<file path="src/rtl/iact_addr_sram_sched_pkg.sv">
// Shared constants and FSM encoding for the iact address SRAM scheduler.
package iact_addr_sram_sched_pkg;

  // Width of one CSC address word held in the iact address SRAM.
  localparam int unsigned IACT_ADDR_DATA_W = 7;
  // SRAM read address width; stream indices are zero-extended into it.
  localparam int unsigned SRAM_ADDR_W      = 10;
  // Cycles the SRAM needs after reset release to self-clear.
  localparam int unsigned INIT_CYCLES      = 4;

  typedef enum logic [2:0] {
    StInit  = 3'd0,
    StIdle  = 3'd1,
    StLoad  = 3'd2,
    StReady = 3'd3,
    StRead  = 3'd4,
    StGap   = 3'd5
  } state_e;

endpackage

</file>
<file path="src/rtl/iact_addr_sram_sched_if.sv">
// Scheduler <-> iact address SRAM bus. The scheduler is the master side.
interface iact_addr_sram_sched_if;
  import iact_addr_sram_sched_pkg::*;

  // Write path
  logic                        sram_write_en;
  logic                        sram_data_in_valid;
  logic [IACT_ADDR_DATA_W-1:0] sram_data_in;
  logic                        sram_data_in_ready;
  logic                        sram_write_done;

  // Read path
  logic                        sram_read_en;
  logic [SRAM_ADDR_W-1:0]      sram_read_addr;
  logic                        sram_data_out_ready;
  logic                        sram_data_out_valid;
  logic [IACT_ADDR_DATA_W-1:0] sram_data_out;
  logic                        sram_read_done;

  modport master (
    output sram_write_en,
    output sram_data_in_valid,
    output sram_data_in,
    input  sram_data_in_ready,
    input  sram_write_done,
    output sram_read_en,
    output sram_read_addr,
    output sram_data_out_ready,
    input  sram_data_out_valid,
    input  sram_data_out,
    input  sram_read_done
  );

  modport slave (
    input  sram_write_en,
    input  sram_data_in_valid,
    input  sram_data_in,
    output sram_data_in_ready,
    output sram_write_done,
    input  sram_read_en,
    input  sram_read_addr,
    input  sram_data_out_ready,
    output sram_data_out_valid,
    output sram_data_out,
    output sram_read_done
  );

endinterface

</file>
<file path="src/rtl/iact_addr_sram_sched_rr_arbiter.sv">
// Combinational round-robin arbiter: the first requester found searching upward from i_ptr
// (wrapping) wins. Output is one-hot, or zero when nothing requests.
module iact_addr_sram_sched_rr_arbiter #(
  parameter int unsigned NUM_REQ = 3,
  parameter int unsigned PTR_W   = 2
) (
  input  logic [NUM_REQ-1:0] i_req,
  input  logic [PTR_W-1:0]   i_ptr,
  output logic [NUM_REQ-1:0] o_gnt
);

  logic w_found;

  // Walk priority offsets from the pointer; only constant indices touch the vectors.
  always_comb begin
    o_gnt   = '0;
    w_found = 1'b0;
    for (int unsigned off = 0; off < NUM_REQ; off++) begin
      for (int unsigned i = 0; i < NUM_REQ; i++) begin
        if (!w_found && i_req[i] && (((32'(i_ptr) + off) % NUM_REQ) == i)) begin
          o_gnt[i] = 1'b1;
          w_found  = 1'b1;
        end
      end
    end
  end

endmodule

</file>
<file path="src/rtl/iact_addr_sram_sched.sv">
// Schedules one shared iact address SRAM between an upstream CSC loader and NUM_REQ PE
// readers. After reset the SRAM self-clears (INIT), then a load fills it; afterwards readers
// are served one whole stream at a time in round-robin order, with a one-cycle read-enable
// drop (GAP) between streams so the SRAM rewinds its read index.
module iact_addr_sram_sched
  import iact_addr_sram_sched_pkg::*;
#(
  parameter int unsigned NUM_REQ   = 3,
  parameter int unsigned LUT_IDX_W = 5
) (
  input  logic                           i_clock,
  input  logic                           i_reset,       // synchronous, active-low
  // Upstream CSC address load
  input  logic                           i_load_start,
  input  logic                           i_load_valid,
  input  logic [IACT_ADDR_DATA_W-1:0]    i_load_data,
  output logic                           o_load_ready,
  // PE read requesters
  input  logic [NUM_REQ-1:0]             i_req,
  input  logic [NUM_REQ*LUT_IDX_W-1:0]   i_req_stream,
  input  logic [NUM_REQ-1:0]             i_rsp_ready,
  output logic [NUM_REQ-1:0]             o_gnt,
  output logic [NUM_REQ-1:0]             o_rsp_valid,
  output logic [NUM_REQ-1:0]             o_rsp_done,
  output logic [IACT_ADDR_DATA_W-1:0]    o_rsp_data,
  output logic                           o_busy,
  // SRAM side
  iact_addr_sram_sched_if.master         io_sram
);

  localparam int unsigned PtrW     = (NUM_REQ > 1) ? $clog2(NUM_REQ) : 1;
  localparam logic [1:0]  InitLast = 2'(INIT_CYCLES - 1);

  state_e                 r_state;
  state_e                 w_state_next;
  logic [1:0]             r_init_cnt;
  logic [PtrW-1:0]        r_rr_ptr;
  logic [NUM_REQ-1:0]     r_gnt;
  logic [PtrW-1:0]        r_gnt_idx;
  logic [LUT_IDX_W-1:0]   r_stream;
  logic                   r_loaded;

  logic [NUM_REQ-1:0]     w_arb_gnt;
  logic [PtrW-1:0]        w_arb_idx;
  logic [LUT_IDX_W-1:0]   w_arb_stream;
  logic                   w_grant_take;
  logic                   w_read_end;
  logic                   w_data_nonzero;

  iact_addr_sram_sched_rr_arbiter #(
    .NUM_REQ (NUM_REQ),
    .PTR_W   (PtrW)
  ) u_rr_arbiter (
    .i_req (i_req),
    .i_ptr (r_rr_ptr),
    .o_gnt (w_arb_gnt)
  );

  // Decode the arbiter's one-hot winner into an index and its requested stream.
  always_comb begin
    w_arb_idx    = '0;
    w_arb_stream = '0;
    for (int unsigned i = 0; i < NUM_REQ; i++) begin
      if (w_arb_gnt[i]) begin
        w_arb_idx    = PtrW'(i);
        w_arb_stream = i_req_stream[i*LUT_IDX_W +: LUT_IDX_W];
      end
    end
  end

  assign w_grant_take   = (r_state == StReady) && (w_state_next == StRead);
  assign w_read_end     = (r_state == StRead) && io_sram.sram_read_done;
  assign w_data_nonzero = (io_sram.sram_data_out != '0);

  // FSM state register.
  always_ff @(posedge i_clock) begin
    if (!i_reset) begin
      r_state <= StInit;
    end else begin
      r_state <= w_state_next;
    end
  end

  // FSM next-state: load requests beat read requests in READY; load_start elsewhere is dropped.
  always_comb begin
    w_state_next = r_state;
    unique case (r_state)
      StInit:  if (r_init_cnt == InitLast) w_state_next = StIdle;
      StIdle:  if (i_load_start) w_state_next = StLoad;
      StLoad:  if (io_sram.sram_write_done) w_state_next = StReady;
      StReady: begin
        if (i_load_start) begin
          w_state_next = StLoad;
        end else if ((|i_req) && r_loaded) begin
          w_state_next = StRead;
        end
      end
      StRead:  if (io_sram.sram_read_done) w_state_next = StGap;
      StGap:   w_state_next = StReady;
      default: w_state_next = StInit;
    endcase
  end

  // Init counter, loaded flag, grant/stream latch and round-robin pointer.
  always_ff @(posedge i_clock) begin
    if (!i_reset) begin
      r_init_cnt <= '0;
      r_rr_ptr   <= '0;
      r_gnt      <= '0;
      r_gnt_idx  <= '0;
      r_stream   <= '0;
      r_loaded   <= 1'b0;
    end else begin
      if (r_state == StInit) begin
        r_init_cnt <= r_init_cnt + 2'd1;
      end
      if ((r_state == StLoad) && io_sram.sram_write_done) begin
        r_loaded <= 1'b1;
      end
      // Grant is held for the whole stream even if the requester drops req meanwhile.
      if (w_grant_take) begin
        r_gnt     <= w_arb_gnt;
        r_gnt_idx <= w_arb_idx;
        r_stream  <= w_arb_stream;
      end
      if (w_read_end) begin
        r_gnt    <= '0;
        r_rr_ptr <= (r_gnt_idx == PtrW'(NUM_REQ - 1)) ? '0 : r_gnt_idx + PtrW'(1);
      end
    end
  end

  // FSM outputs: every SRAM control not owned by the current state is held at zero.
  always_comb begin
    o_load_ready                = 1'b0;
    o_rsp_valid                 = '0;
    o_rsp_done                  = '0;
    io_sram.sram_write_en       = 1'b0;
    io_sram.sram_data_in_valid  = 1'b0;
    io_sram.sram_data_in        = '0;
    io_sram.sram_read_en        = 1'b0;
    io_sram.sram_read_addr      = '0;
    io_sram.sram_data_out_ready = 1'b0;
    unique case (r_state)
      StLoad: begin
        io_sram.sram_write_en      = 1'b1;
        io_sram.sram_data_in_valid = i_load_valid;
        io_sram.sram_data_in       = i_load_data;
        o_load_ready               = io_sram.sram_data_in_ready;
      end
      StRead: begin
        io_sram.sram_read_en        = 1'b1;
        io_sram.sram_read_addr      = SRAM_ADDR_W'(r_stream);
        io_sram.sram_data_out_ready = |(r_gnt & i_rsp_ready);
        // Zero words terminate a stream and are never handed to the PE.
        o_rsp_valid = r_gnt & {NUM_REQ{io_sram.sram_data_out_valid & w_data_nonzero}};
        o_rsp_done  = r_gnt & {NUM_REQ{io_sram.sram_read_done}};
      end
      default: ;
    endcase
  end

  assign o_gnt      = r_gnt;
  assign o_rsp_data = io_sram.sram_data_out;
  assign o_busy     = (r_state != StReady);

endmodule

</file>
<file path="src/flat_wrapper.sv">
// flat-port wrapper written by rule: the top's interface ports become plain ports
module iact_addr_sram_sched_flat import iact_addr_sram_sched_pkg::*;
#(
  parameter int unsigned NUM_REQ   = 3,
  parameter int unsigned LUT_IDX_W = 5
)
  (i_clock, i_reset, i_load_start, i_load_valid, i_load_data, o_load_ready, i_req, i_req_stream, i_rsp_ready, o_gnt, o_rsp_valid, o_rsp_done, o_rsp_data, o_busy, io_sram_sram_write_en, io_sram_sram_data_in_valid, io_sram_sram_data_in, io_sram_sram_data_in_ready, io_sram_sram_write_done, io_sram_sram_read_en, io_sram_sram_read_addr, io_sram_sram_data_out_ready, io_sram_sram_data_out_valid, io_sram_sram_data_out, io_sram_sram_read_done);
  iact_addr_sram_sched_if io_sram_i ();
  input  logic i_clock;
  input  logic i_reset;
  input  logic i_load_start;
  input  logic i_load_valid;
  input  logic [IACT_ADDR_DATA_W-1:0] i_load_data;
  output logic o_load_ready;
  input  logic [NUM_REQ-1:0] i_req;
  input  logic [NUM_REQ*LUT_IDX_W-1:0] i_req_stream;
  input  logic [NUM_REQ-1:0] i_rsp_ready;
  output logic [NUM_REQ-1:0] o_gnt;
  output logic [NUM_REQ-1:0] o_rsp_valid;
  output logic [NUM_REQ-1:0] o_rsp_done;
  output logic [IACT_ADDR_DATA_W-1:0] o_rsp_data;
  output logic o_busy;
  output wire logic [$bits(io_sram_i.sram_write_en)-1:0] io_sram_sram_write_en;
  output wire logic [$bits(io_sram_i.sram_data_in_valid)-1:0] io_sram_sram_data_in_valid;
  output wire logic [$bits(io_sram_i.sram_data_in)-1:0] io_sram_sram_data_in;
  input wire logic [$bits(io_sram_i.sram_data_in_ready)-1:0] io_sram_sram_data_in_ready;
  input wire logic [$bits(io_sram_i.sram_write_done)-1:0] io_sram_sram_write_done;
  output wire logic [$bits(io_sram_i.sram_read_en)-1:0] io_sram_sram_read_en;
  output wire logic [$bits(io_sram_i.sram_read_addr)-1:0] io_sram_sram_read_addr;
  output wire logic [$bits(io_sram_i.sram_data_out_ready)-1:0] io_sram_sram_data_out_ready;
  input wire logic [$bits(io_sram_i.sram_data_out_valid)-1:0] io_sram_sram_data_out_valid;
  input wire logic [$bits(io_sram_i.sram_data_out)-1:0] io_sram_sram_data_out;
  input wire logic [$bits(io_sram_i.sram_read_done)-1:0] io_sram_sram_read_done;
  assign io_sram_sram_write_en = io_sram_i.sram_write_en;
  assign io_sram_sram_data_in_valid = io_sram_i.sram_data_in_valid;
  assign io_sram_sram_data_in = io_sram_i.sram_data_in;
  assign io_sram_i.sram_data_in_ready = io_sram_sram_data_in_ready;
  assign io_sram_i.sram_write_done = io_sram_sram_write_done;
  assign io_sram_sram_read_en = io_sram_i.sram_read_en;
  assign io_sram_sram_read_addr = io_sram_i.sram_read_addr;
  assign io_sram_sram_data_out_ready = io_sram_i.sram_data_out_ready;
  assign io_sram_i.sram_data_out_valid = io_sram_sram_data_out_valid;
  assign io_sram_i.sram_data_out = io_sram_sram_data_out;
  assign io_sram_i.sram_read_done = io_sram_sram_read_done;
  iact_addr_sram_sched #(.NUM_REQ(NUM_REQ), .LUT_IDX_W(LUT_IDX_W)) u_core (.i_clock(i_clock), .i_reset(i_reset), .i_load_start(i_load_start), .i_load_valid(i_load_valid), .i_load_data(i_load_data), .o_load_ready(o_load_ready), .i_req(i_req), .i_req_stream(i_req_stream), .i_rsp_ready(i_rsp_ready), .o_gnt(o_gnt), .o_rsp_valid(o_rsp_valid), .o_rsp_done(o_rsp_done), .o_rsp_data(o_rsp_data), .o_busy(o_busy), .io_sram(io_sram_i));
endmodule
</file>
<file path="config.mk">
export PLATFORM = sky130hd
export DESIGN_NAME = iact_addr_sram_sched_flat
export DESIGN_NICKNAME = d
export VERILOG_FILES = /design/src/rtl/iact_addr_sram_sched_pkg.sv /design/src/rtl/iact_addr_sram_sched_if.sv /design/src/rtl/iact_addr_sram_sched_rr_arbiter.sv /design/src/rtl/iact_addr_sram_sched.sv /design/src/flat_wrapper.sv
export SDC_FILE = /design/constraint.sdc
export NUM_CORES = 1
export LEC_CHECK = 0
export ABC_CLOCK_PERIOD_IN_PS = 1700
export CORE_UTILIZATION = 33
export DETAILED_ROUTE_END_ITERATION = 10
export PLACE_DENSITY = 0.77
export SLEW_MARGIN = 25
export SYNTH_ARGS = -nofsm -noshare
export SYNTH_HDL_FRONTEND = slang
export SYNTH_HIERARCHICAL = 1
export SYNTH_SLANG_ARGS = --single-unit
</file>
<file path="constraint.sdc">
create_clock -name i_clock -period 1.7 [get_ports i_clock]
set_input_delay 0.425 -clock i_clock [delete_from_list [all_inputs] [get_ports i_clock]]
set_output_delay 0.425 -clock i_clock [all_outputs]
set_load 0.005 [all_outputs]
</file>
**Clock wiring as the flow saved it**

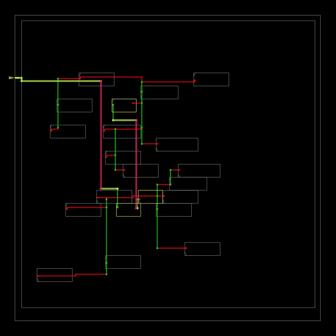
number of buffers created by CTS: 3
worst clock skew: 0.000628 ns
flop count: 18

**Sizing map**

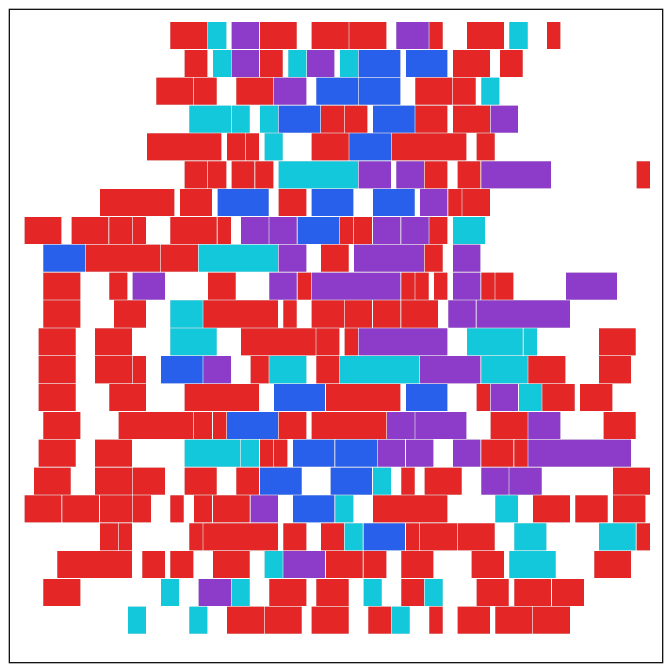
[drive 3 to 4] purple | cells: 40 | share: 16% | most used: buf_4
[drive 2] cyan | cells: 38 | share: 15% | most used: buf_2
[drive 1 or less] red | cells: 155 | share: 61% | most used: clkdlybuf4s50_1
[drive 6 and up] blue | cells: 22 | share: 8.6% | most used: buf_6

**Cell classes on the final placement**

Scale bar: 20 µm.
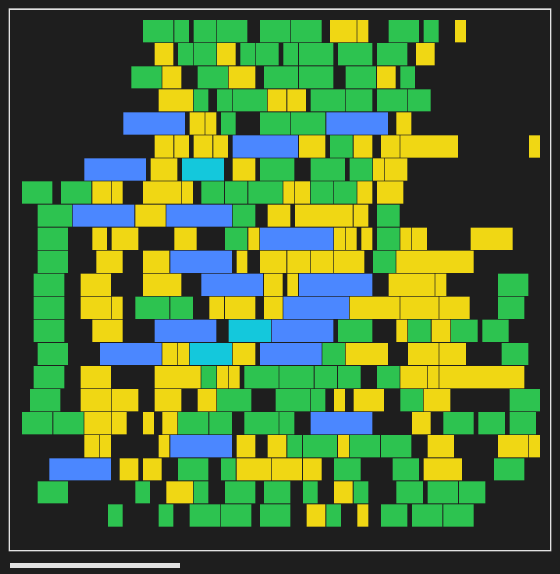
[other buffers and delay cells] green | cells: 115
[cells driving clock nets] cyan | cells: 3
[all other logic] yellow | cells: 119
[flip-flops] blue | cells: 18

**Clock wires, drivers and flops**

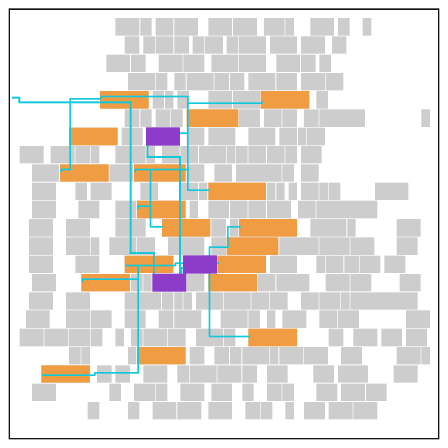
[clock wires] cyan | length: 239 µm
[flip-flops] orange | count: 18
[cells driving clock nets] purple | count: 3
routed clock nets: 4

==> results.sh <==
# yosys + openroad results
export IMPL_inverters=5
export IMPL_num_nonclk_buffers=115
export IMPL_seq_area_um2=372
export IMPL_p_switching_mw=0.322
export IMPL_path_common_cell="buf_6"
export IMPL_violations="negative setup slack"
export IMPL_vias=1466
export IMPL_finalSetupViolations=19
export IMPL_async_reset_ff_frac=0
export IMPL_swShare=0.267
export IMPL_highest_layer="met4"
export IMPL_status="complete, but fails checks"
export IMPL_postCtsHoldBufs=0
export IMPL_yosysTopAreaCellShare=0.287
export IMPL_synth_flops=18
export IMPL_pg_comb_mw=0.442
export IMPL_rsz0062_at_grt="true"
export IMPL_internal_power_mw=0.885
export IMPL_wl_met1_um=1680
export IMPL_fin_ws_ns=-0.170
export IMPL_first_global_vias=1322
